==> config.mk <==
export PLATFORM = sky130hd
export DESIGN_NAME = sevenseg_scan_driver_flat
export DESIGN_NICKNAME = d
export VERILOG_FILES = /design/src/rtl/sevenseg_scan_driver_pkg.sv /design/src/rtl/sevenseg_scan_driver_if.sv /design/src/rtl/sevenseg_scan_driver_hex_to_7seg.sv /design/src/rtl/sevenseg_scan_driver.sv /design/src/flat_wrapper.sv
export SDC_FILE = /design/constraint.sdc
export NUM_CORES = 1
export LEC_CHECK = 0
export CAP_MARGIN = 10
export CORE_UTILIZATION = 25
export DETAILED_ROUTE_END_ITERATION = 12
export PLACE_DENSITY_LB_ADDON = 0.1
export SYNTH_ARGS = -nofsm -noshare
export SYNTH_HDL_FRONTEND = slang
export SYNTH_SLANG_ARGS = --single-unit
export TNS_END_PERCENT = 1
==> constraint.sdc <==
create_clock -name clock -period 2.1 [get_ports clock]
set_input_delay 0.63 -clock clock [delete_from_list [all_inputs] [get_ports clock]]
set_output_delay 0.63 -clock clock [all_outputs]
set_load 0.01 [all_outputs]
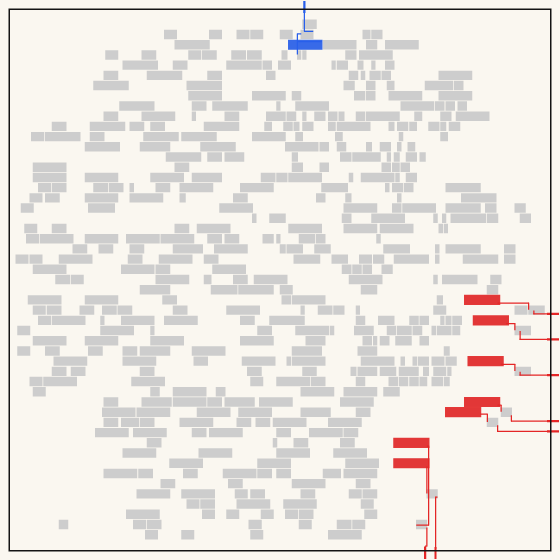
**Above:** wires at chosen ports, followed through buffers.
[`C_Out`] red | direction: output | end cells: 7 | buffers: 7 | wire: 128 um
[`bus_load_pending`] blue | direction: output | end cells: 1 | buffers: 1 | wire: 20.5 um
port bufs: 59
I/O Pins: 60

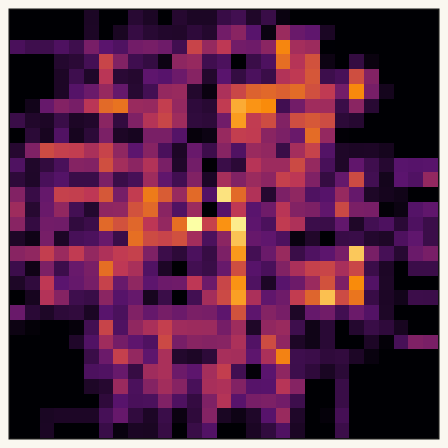
**Above:** signal metal coverage by tile.
29 x 29 tiles, from black (low) to pale yellow (high), scaled to the fullest tile. Values are wire area over tile area, all layers added.
nearly empty tiles: 22%
densest ninth of the die: centre
tiles over half the peak: 12%
mean over tiles: 0.081
WL/cell: 15.0 um
via count: 3033
GRT Total Usage: 12.0%

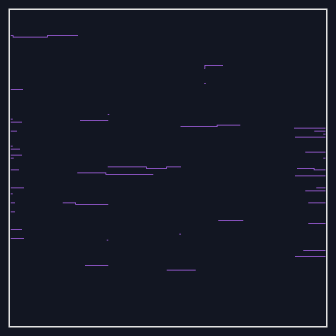
**Above:** the metal 3 layer.
longest straight run: 21.4 um
wire length on this layer: 376 um
nets with wire on the layer: 32
final WL: 10.9 mm
GRT met3 Usage: 3.27%

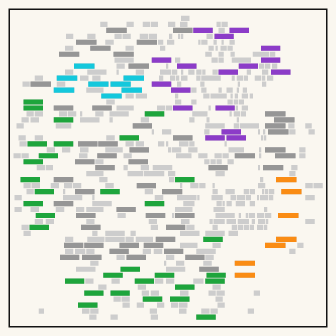
**Above:** sequential cells grouped by signal name.
Other sequential cells in the stronger grey, the rest of the logic in the fainter grey.
[`u_core.presc_q`] purple | sequential cells: 17
[`u_core.shadow_blank_q`] cyan | sequential cells: 8
[`u_core.stage_dig_q`] green | sequential cells: 32
[`u_core.C_Out`] orange | sequential cells: 7 | where: lower right
Seq area share: 42.8%
Seq. pwr: 0.00234 W
FF/Latch Area: 0.00294 sq mm

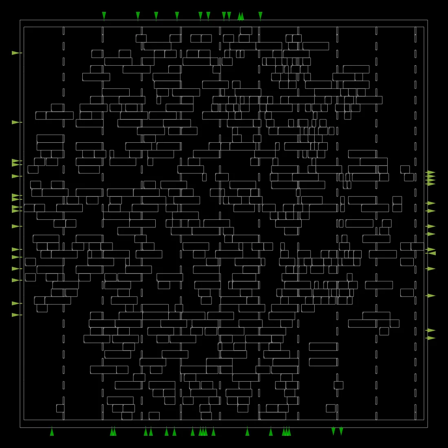
**Above:** placed standard cells.
Rows: 51
Filler cells: 1942

==> results.toml <==
# synthesis and place-and-route metrics
[global_routing]
grt_max_degree = 44
grt_use_met1_pct = 15.3
busiest_layer = "met2"
grt_pass1_wl_mm = 18.2
grt_use_met2_pct = 18.5
antenna_found_initial = 0
grt.overflow.total = 0
grt_pass1_vias = 3420

[clocking]
cts_tree = "done"
cts_buffers = 17
h-tree-depth = 4
cts_setup_buffers = 2
clockBufferDepth = 2
root_buffer = "clkbuf_16"

[power_and_ir_drop]
cellLeakagePower_nw = 3.05
comb_cell_power_w = 0.000267
total_power_w = 0.00529
netSwitchingFraction_pct = 21.0
seqPwrFrac_pct = 44.4
ir_worst_vdd_v = 0.000561
p_comb_share_pct = 5.0

[finish]
mi_logic_area_sq_mm = 0.00202
fin_cells = 728
inverters = 6
largest_class = "flip-flops and latches"
num_antenna_cells = 0
buffers_excl_clock = 107
synthToLayoutAreaGrowth_pct = 36.6
drive_above_1_share_pct = 42.1
design_area_sq_mm = 0.00687
num-clock-buffers = 27
lay_top_count = "dfrtp_1"
clkCellAreaFrac_pct = 8.01

[floorplanning]
core_sq_mm = 0.0196
initCoreUtil_pct = 25.7
dieArea_sq_mm = 0.0207
dieWidth_um = 144
tap_cells = 265

[outcome]
outcome = "finished with violations"
violations = "setup timing"

[hold_path]
hold_class = "input pin to async pin"

[drt]
first_iter_violations = 41
highest_layer = "met4"
met1_length_mm = 5.15
final_antenna_net_count = 0
wl_met2_mm = 5.19
route.met3.wl_um = 375

[worst_setup_path]
cpPeakStageDelay_ns = 0.40
cp.depth = 4
worst-path-max-fanout = 2
cp-end-kind = "output pin"
critical_path_class = "register to output pin"
slowest_stage = "dfrtp_1"
arrival_ns = 1.61
worstPathRequired_ns = 1.47
crit_chain = "nor4_4 -> and4_1 -> and2_4 -> buf_6"

[sta]
fin_crit_sh_pct = 107
fin_ws_ns = -0.145
setup_viol = 4
fin_crit_ns = 2.24
holdWs_ns = 0.182
tns_ns = -0.256
rsz0062_at_grt = "yes"
relSlewSlack_pct = 67.5

[logic_synthesis]
logic_family = "multiplexers"
topCellsByArea = "dfrtp_1 (42%), dfstp_2 (16%), mux2_2 (14%)"
top_cells_by_count = "dfrtp_1 (85), mux2_2 (64), dfstp_2 (31), mux2_1 (20), nand2_1 (16)"
ys_chip_area_sq_mm = 0.00503
yosysTopAreaCellShare_pct = 42.3
yosys_warnings = 0
ys_sh_xor_pct = 2.78
most_common_cell = "dfrtp_1"
yosys_register_bits = 116
fa_ha_area_share_pct = 3.23
ys_sh_aoi_pct = 2.21
ys_sh_simple_pct = 6.49
mux_share_pct = 24.6
synth-async-reset-ratio_pct = 100
ys_seq_share_pct = 58.4
edf_count = 0
syn_area_per_cell_sq_um = 14.8

[placement]
preCtsSetupSlack_ns = -0.165
dp_cells = 694
gp_congestion = 0.748
placed_area_sq_mm = 0.00629
dp_hpwl_mm = 7.74

[job]
tool_warnings = 38
maxCapViolCount = 0
No activity file was given, so power comes from the tool's default toggle rates.
